### Signal wires by layer, run 1

Scale: 6 px per um. Only two layers are drawn.
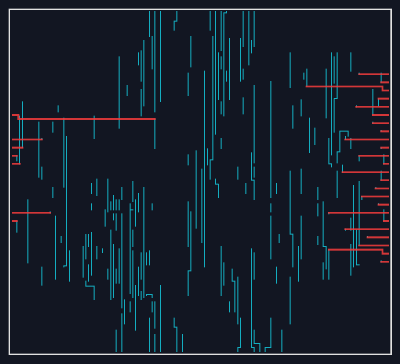
### Placement view, run 1

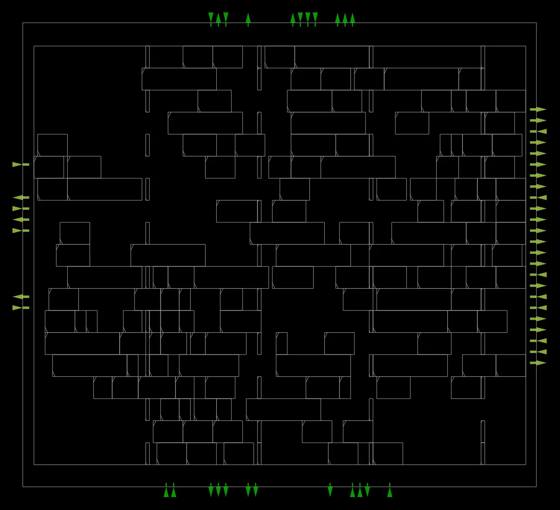
### Routed clock nets over the placement, run 1

Scale: 10 px per um.
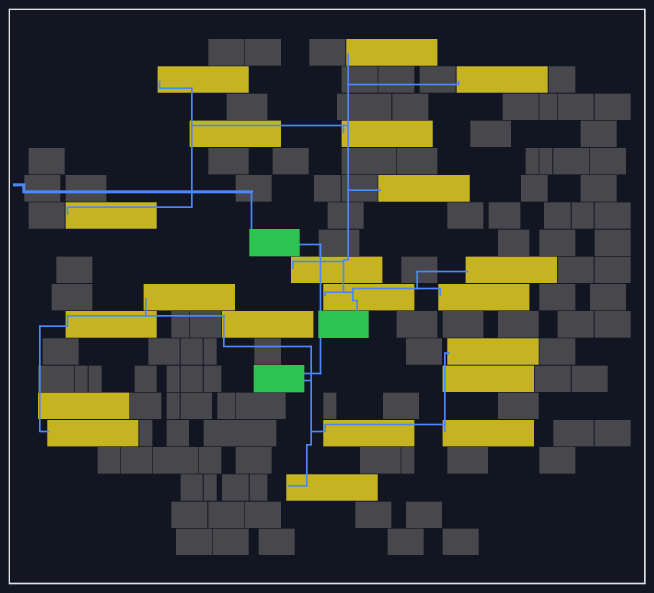
===== config.mk =====
export PLATFORM = sky130hd
export DESIGN_NAME = mano_seq_ctrl
export DESIGN_NICKNAME = d
export VERILOG_FILES = /design/src/rtl/mano_pkg.sv /design/src/rtl/mano_dec3to8.sv /design/src/rtl/mano_seq_ctrl.sv
export SDC_FILE = /design/constraint.sdc
export NUM_CORES = 1
export LEC_CHECK = 0
export ABC_CLOCK_PERIOD_IN_PS = 2000
export CORE_ASPECT_RATIO = 0.9
export CORE_MARGIN = 1
export CORE_UTILIZATION = 30
export CTS_BUF_LIST = sky130_fd_sc_hd__clkbuf_4 sky130_fd_sc_hd__clkbuf_8
export DETAILED_ROUTE_END_ITERATION = 10
export PLACE_DENSITY = 0.68
export RECOVER_POWER = 100
export SLEW_MARGIN = 20
export SYNTH_ARGS = -nofsm -noshare
export SYNTH_HDL_FRONTEND = slang
export SYNTH_SLANG_ARGS = --single-unit

===== constraint.sdc =====
create_clock -name clk -period 2 [get_ports clk]
set_input_delay 0.2 -clock clk [delete_from_list [all_inputs] [get_ports clk]]
set_output_delay 0.2 -clock clk [all_outputs]
set_load 0.005 [all_outputs]

===== src/rtl/mano_pkg.sv =====
// Shared definitions for the Mano basic computer control unit:
// instruction-register field positions, the D7 opcode, default
// sequence-counter geometry and the machine word width.
package mano_pkg;

    localparam int WORD_W     = 16;
    localparam int SC_W_DEF   = 3;
    localparam int T_N_DEF    = 6;

    localparam int IR_I       = 15;
    localparam int IR_OP_HI   = 14;
    localparam int IR_OP_LO   = 12;
    localparam int IR_ADDR_HI = 11;
    localparam int IR_ADDR_LO = 0;

    localparam logic [2:0] OP_D7 = 3'b111;

    typedef logic [WORD_W-1:0] word_t;
    typedef logic [2:0]        opcode_t;

    // Extract the 3-bit opcode field of an instruction word.
    function automatic opcode_t ir_opcode(input word_t w);
        return w[IR_OP_HI:IR_OP_LO];
    endfunction

endpackage


===== src/rtl/mano_dec3to8.sv =====
// Combinational 3-to-8 one-hot decoder. Used for the opcode bus D and
// reusable by the register-reference and I/O decode blocks.
module mano_dec3to8
    import mano_pkg::*;
(
    input  logic [2:0] op_i,
    output logic [7:0] dec_o
);

    // Exactly one output bit high, selected by op_i.
    always_comb begin
        dec_o = 8'b0000_0001 << op_i;
    end

endmodule


===== src/rtl/mano_seq_ctrl.sv =====
// Timing and decode producer for the Mano basic computer: start/stop
// flip-flop S, sequence counter SC, instruction register IR and the
// derived T (timing), D (opcode) and J (indirect) buses.
// Optional macro MANO_INTR_EN compiles in the IEN/R interrupt-cycle logic;
// without it R is a constant 0 and the interrupt ports do not exist.
module mano_seq_ctrl
    import mano_pkg::*;
#(
    parameter int SC_W = SC_W_DEF,
    parameter int T_N  = T_N_DEF      // must not exceed 2**SC_W, and at least 3
)
(
    input  logic              clk,
    input  logic              rst,
    input  logic              start,
    input  logic              halt,
    input  logic              sc_clr,
    input  logic [WORD_W-1:0] bus_in,
`ifdef MANO_INTR_EN
    input  logic              ien_set,
    input  logic              ien_clr,
    input  logic              fgi,
    input  logic              fgo,
    output logic              ien,
    output logic              r_cycle,
`endif
    output logic [T_N-1:0]    T,
    output logic [7:0]        D,
    output logic              J,
    output logic [WORD_W-1:0] ir,
    output logic              running,
    output logic              seq_err
);

    logic              s_q, s_d;
    logic [SC_W-1:0]   sc_q, sc_d;
    logic [WORD_W-1:0] ir_q, ir_d;
    logic              seq_err_q, seq_err_d;

    logic              r_flag;     // interrupt-cycle flag R (0 when not built)
    logic              sc_last;    // SC sits on the last timing slot
    logic              rt2_end;    // current edge ends RT2 of an interrupt cycle

    // Timing outputs decode directly from registers so they never glitch.
    for (genvar k = 0; k < T_N; k++) begin : g_t
        assign T[k] = s_q && (sc_q == SC_W'(k));
    end

    assign sc_last = (sc_q == SC_W'(T_N - 1));
    assign rt2_end = r_flag && T[2];

    // Next-state for S, SC, IR and the wrap error pulse.
    always_comb begin
        s_d       = s_q;
        sc_d      = sc_q;
        ir_d      = ir_q;
        seq_err_d = 1'b0;

        if (halt) begin
            s_d = 1'b0;
        end else if (start) begin
            s_d = 1'b1;
        end

        // A halt without sc_clr freezes SC so the instruction can resume.
        if (s_q) begin
            if (sc_clr || rt2_end) begin
                sc_d = '0;
            end else if (!halt) begin
                if (sc_last) begin
                    sc_d      = '0;
                    seq_err_d = 1'b1;
                end else begin
                    sc_d = sc_q + SC_W'(1);
                end
            end
        end

        // Fetch captures the bus at the T1/T2 edge; interrupt cycles do not.
        if (T[1] && !r_flag) begin
            ir_d = bus_in;
        end
    end

    // Control and instruction state, cleared immediately by rst.
    always_ff @(posedge clk or posedge rst) begin
        if (rst) begin
            s_q       <= 1'b0;
            sc_q      <= '0;
            ir_q      <= '0;
            seq_err_q <= 1'b0;
        end else begin
            s_q       <= s_d;
            sc_q      <= sc_d;
            ir_q      <= ir_d;
            seq_err_q <= seq_err_d;
        end
    end

`ifdef MANO_INTR_EN
    logic ien_q, ien_d;
    logic r_q, r_d;

    // IEN (clear wins) and R; R can only rise outside the fetch slots T0..T2.
    always_comb begin
        ien_d = ien_q;
        r_d   = r_q;

        if (ien_clr || rt2_end) begin
            ien_d = 1'b0;
        end else if (ien_set) begin
            ien_d = 1'b1;
        end

        if (rt2_end) begin
            r_d = 1'b0;
        end else if (s_q && ien_q && (fgi || fgo) && !(T[0] || T[1] || T[2])) begin
            r_d = 1'b1;
        end
    end

    // Interrupt enable and interrupt-cycle flip-flops.
    always_ff @(posedge clk or posedge rst) begin
        if (rst) begin
            ien_q <= 1'b0;
            r_q   <= 1'b0;
        end else begin
            ien_q <= ien_d;
            r_q   <= r_d;
        end
    end

    assign r_flag  = r_q;
    assign ien     = ien_q;
    assign r_cycle = r_q;
`else
    assign r_flag  = 1'b0;
`endif

    mano_dec3to8 u_dec (
        .op_i  (ir_opcode(ir_q)),
        .dec_o (D)
    );

    assign J       = ir_q[IR_I];
    assign ir      = ir_q;
    assign running = s_q;
    assign seq_err = seq_err_q;

endmodule

==> notes.md, run 1 <==
Reports from this run.

- The run finished with clean final reports.
- The total met3 wirelength after detailed routing reads about 140 um.
- The fmax reads 0.532 GHz.
- met3 track demand over resource after global routing is 0.0300.
- The clock reaches the later pin of the worst-skew pair after 260 ps.
- The multiplexer share of the synthesized area reads 0.206.
- The critical register-to-register path endpoint is ir[9].
- Of the post-synthesis cell area, the dominant cell type holds 0.516.
- The kind of end point of the critical path is an output port.
- The largest cell class by area is buffers.
- The timing report notes that buffer and inverter cells on the critical path total 1.
- Leaving out fill and tap cells, the most frequent cells in the layout are 32 x dlygate4sd3_1, 21 x clkdlybuf4s50_1, 21 x dfrtp_1.
- By instance count after routing, the leading logic cell type is dlygate4sd3_1.
- The max-cap violation count reads 0.
- Per the layout report, the design carries 4 clock buffers.
- Leaving out the clock tree, the finished layout contains a buffer count of 55.
- The final weighted congestion recorded by global placement is 0.779.
- The power after layout reads around 1.8 mW.
- The die outline height reads 57.3 um.
- The post-cts hold buffer count is 0.
- The number of buffers inserted to repair setup after CTS reads 0.
- The combinational power is roughly 0.78 mW.
- The switching part of the total power reads 0.286.
- For this run, global-route usage on met1 was measured as 0.167.
- The share of the core area taken by cells at floorplan is 0.325.
- The power in the clock group reads 0.288 mW.
- In this run the tool buffered the top-level ports with 53 buffer cells.
- Detailed placement reports a standard cell area of between 1500 and 2000 um2.
- The total DRC errors in the routed layout is 0.
- The layout report lists the combined flip-flop and latch area as 526 um2.
- The post-synthesis share of cell area spent on xor and xnor gates is 0.
- The cell area after layout reads 1610 um2.
- The antenna diode count reads 0.
- The final number of max-transition violations reads 0.
- The area used by multi-input combinational logic reads 427 um2.
- The met2 routing resource usage after global routing reads 0.208.
- The biggest cell delay along the critical path is 530 ps.
- The required time of the critical path reads 1800 ps.
- In this run the critical path is formed by nand2b_2 > nor3b_1 > clkdlybuf4s50_1.
- The total clock sinks reads 21.
- The number of H-tree levels reads 1.
- For this run, the leading register cell type out of synthesis is dfrtp_1.
- The category of the most critical setup path is reg2out.
- The HPWL after detailed placement reads 1630 um.
- The number of multi-input combinational cells is 50.
- Per the post-synthesis stats, the area per cell is 13.2 um2.
- The shortest period the worst path allows reads 1880 ps.
- The final cell count without fillers reads 175.
- In this run, power in flip-flops and latches comes to 0.750 mW.
Back to the opening pictures, 'Signal wires by layer':
legend:
  M2:
    colour: cyan
    wire_length: 991 um
  M3:
    colour: red
    wire_length: 141 um

Back to the opening pictures, 'Placement view':
area inside the core boundary: 3140 um2
FP Rows: 19
proportion of cell area occupied by registers: 0.327
fin util: 0.512
fillcell total: 290

Back to the opening pictures, 'Routed clock nets over the placement':
legend:
  clock-net drivers:
    colour: green
    count: 3
  clock wires:
    colour: blue
    length: 249 um
  flip-flops:
    colour: yellow
    count: 21
routed clock nets: 4
flops lie: spread over the die

### PDN straps and rails, run 1

Scale: 6 px per um. Pins as bars on the die edge.
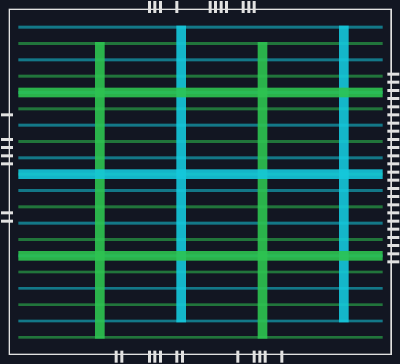

==> run 1 -> run 2 <==
ABC_CLOCK_PERIOD_IN_PS = 1600   (was 2000)
PLACE_DENSITY = 0.7   (was 0.68)
clock period = 1.6 ns   (was 2 ns; I/O delays follow)
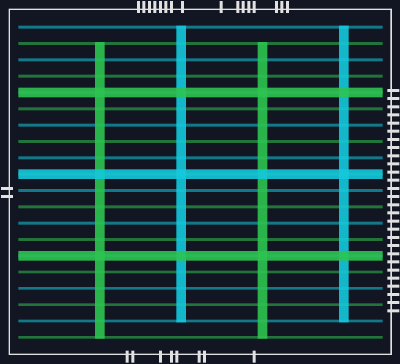
*PDN straps and rails, run 2*
Scale: 6 px per um. Pins as bars on the die edge.
legend:
  VSS:
    colour: green
  VDD:
    colour: cyan
met1 rails: 20
rows: 19

==> notes.md, run 2 <==
Reports from this run.

- The highest metal layer with signal wires is met4.
- In this run, synthesis produced a sequential element count of 21.
- The max-slew headroom at the worst pin reads 0.529.
- The number of DRC markers after the initial detailed-route iteration is 13.
- The power after layout reads 2.51 mW (+38%).
- The clock buffer instance count of the final layout is 3 (-1).
- The chip area line of the yosys report is 1020 um2.
- Logic depth along the worst register-to-register path is recorded as 5.
- The category of the most critical setup path reads reg2out.
- The fraction of the core area covered by cells at the end of the flow is 0.551 (+0.0387).
- The core utilization at floorplan reads 0.325 (unchanged).
- The post-synthesis share of cell area spent on xor and xnor gates was 0 (unchanged).
- TritonCTS built the clock tree.
- The cell depth of the worst setup path reads 3.
- The worst setup path is captured at an output port.
- The antenna diode count is 0 (unchanged).
- The fmax is 0.648 GHz.
- The power of the sequential group is 0.921 mW (+23%).
- The met3 routing resource usage after global routing reads 0.0540 (+0.0240).
- The insertion delay at the late pin of the worst-skew pair is 250 ps (about the same).
- The largest cell class by area is buffers.
- The max-cap violation count reads 0 (unchanged).
- The cell-internal power is 1.78 mW.
- The area used by multi-input combinational logic reads 465 um2 (+9.1%).
- The top logic cell family in the synthesized netlist is multiplexers.
- The power in the clock group is 0.335 mW (+16%).
- The hold violation total from the final report reads 0.
- The most frequent logic cell in the layout is clkdlybuf4s50_1.
- The transition time at the pin with the least slew margin is 707 ps.
- The cell area after layout reads 1730 um2 (+7.6%).
- The total met3 wirelength after detailed routing is 172 um (+22%).
- The core area is 3140 um2 (unchanged).
- The critical register-to-register path endpoint reads ir[3].
- The number of buffers inserted to repair setup after CTS reads 4 (+4).
- The post-cts hold buffer count is 0 (unchanged).
- The number of multi-input combinational cells is 50 (unchanged).
- The storage element area is 529 um2 (+0.71%).
- The run finished with clean final reports.
- In this run the critical path is formed by buf_4 > buf_6 > clkdlybuf4s50_1.
- By instance count after routing, the leading logic cell types are 20 x clkdlybuf4s50_1, 19 x dlygate4sd3_1, 18 x dfrtp_1.
- The number of I/O port buffers reads 53 (unchanged).
- The number of H-tree levels is 1 (unchanged).
- The number of rows in the core area was 19 (unchanged).
- The total DRC errors in the routed layout reads 0 (unchanged).
- The analysis attributes to cell leakage a power of 0.840 nW.
- The worst min-delay path class is in2async.
- The largest area contributor in the synthesized netlist reads dfrtp_1.
- The number of buffers and inverters on the critical path reads 3 (+2).
- Nets still carrying antenna violations after routing amount to 0.
- The post-place instance area is 1620 um2 (+2.2%).
- In the detailed route, the total length drawn on met2 is 1160 um.
- The required time of the critical path was 1440 ps (-360 ps).
- The proportion of netlist area held by the largest area contributor reads 0.516 (unchanged).
- The total clock sinks is 21 (unchanged).
- The number of buffers other than clock buffers in the final layout came to 68 (+24%).
- The multi-input gate share of total cell area reads 0.269.
- The met2 routing resource usage after global routing is 0.228 (+0.0198).
- The net count of the mapped netlist is roughly 99.
- The biggest cell delay along the critical path is 440 ps (-90 ps).
- In this run, the synthesized area fraction spent on AND-OR/OR-AND gates is recorded as 0.0418.
- The HPWL after detailed placement reads 1740 um (+7.0%).
- The final number of max-transition violations is 0 (unchanged).
- The switching part of the total power came to 0.290 (+0.00398).
- The multiplexer share of the synthesized area reads 0.206 (unchanged).
- The synthesized area per cell reads 13.2 um2 (unchanged).
- The number of warnings in the stage logs is 27.
- The global route total overflow is 0.
- The met1 track demand over resource is 0.189 (+0.0222).
- The largest part of the power goes to combinational cells.
- The clock period could shrink to 1540 ps.
- The die outline height reads 57.3 um (unchanged).
- The I/O pin count reads 54.
- The dominant register cell reads dfrtp_1.
- The timing report gives the worst reg2reg path a setup slack of 100 ps.
- The combinational power is 1.26 mW (+61%).
- The routability-driven placement congestion ratio is 0.755 (-3.1%).
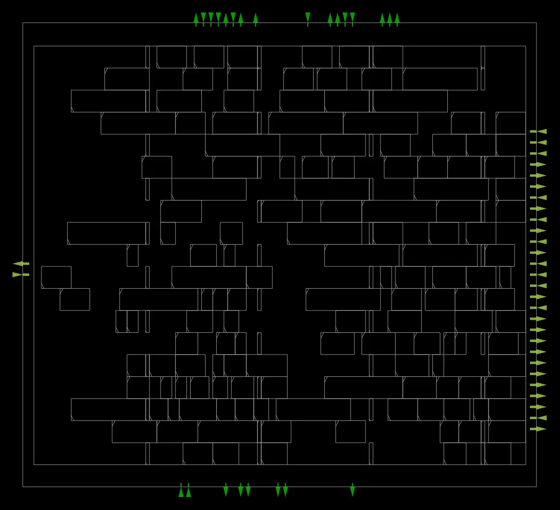
*Placement view, run 2*
fillcell total: 277
proportion of cell area occupied by registers: 0.306
final standard cell count with taps included and fillers excluded: 188
well-tap cell count: 42
flop count: 21

Power is estimated from default activity; no workload was simulated.
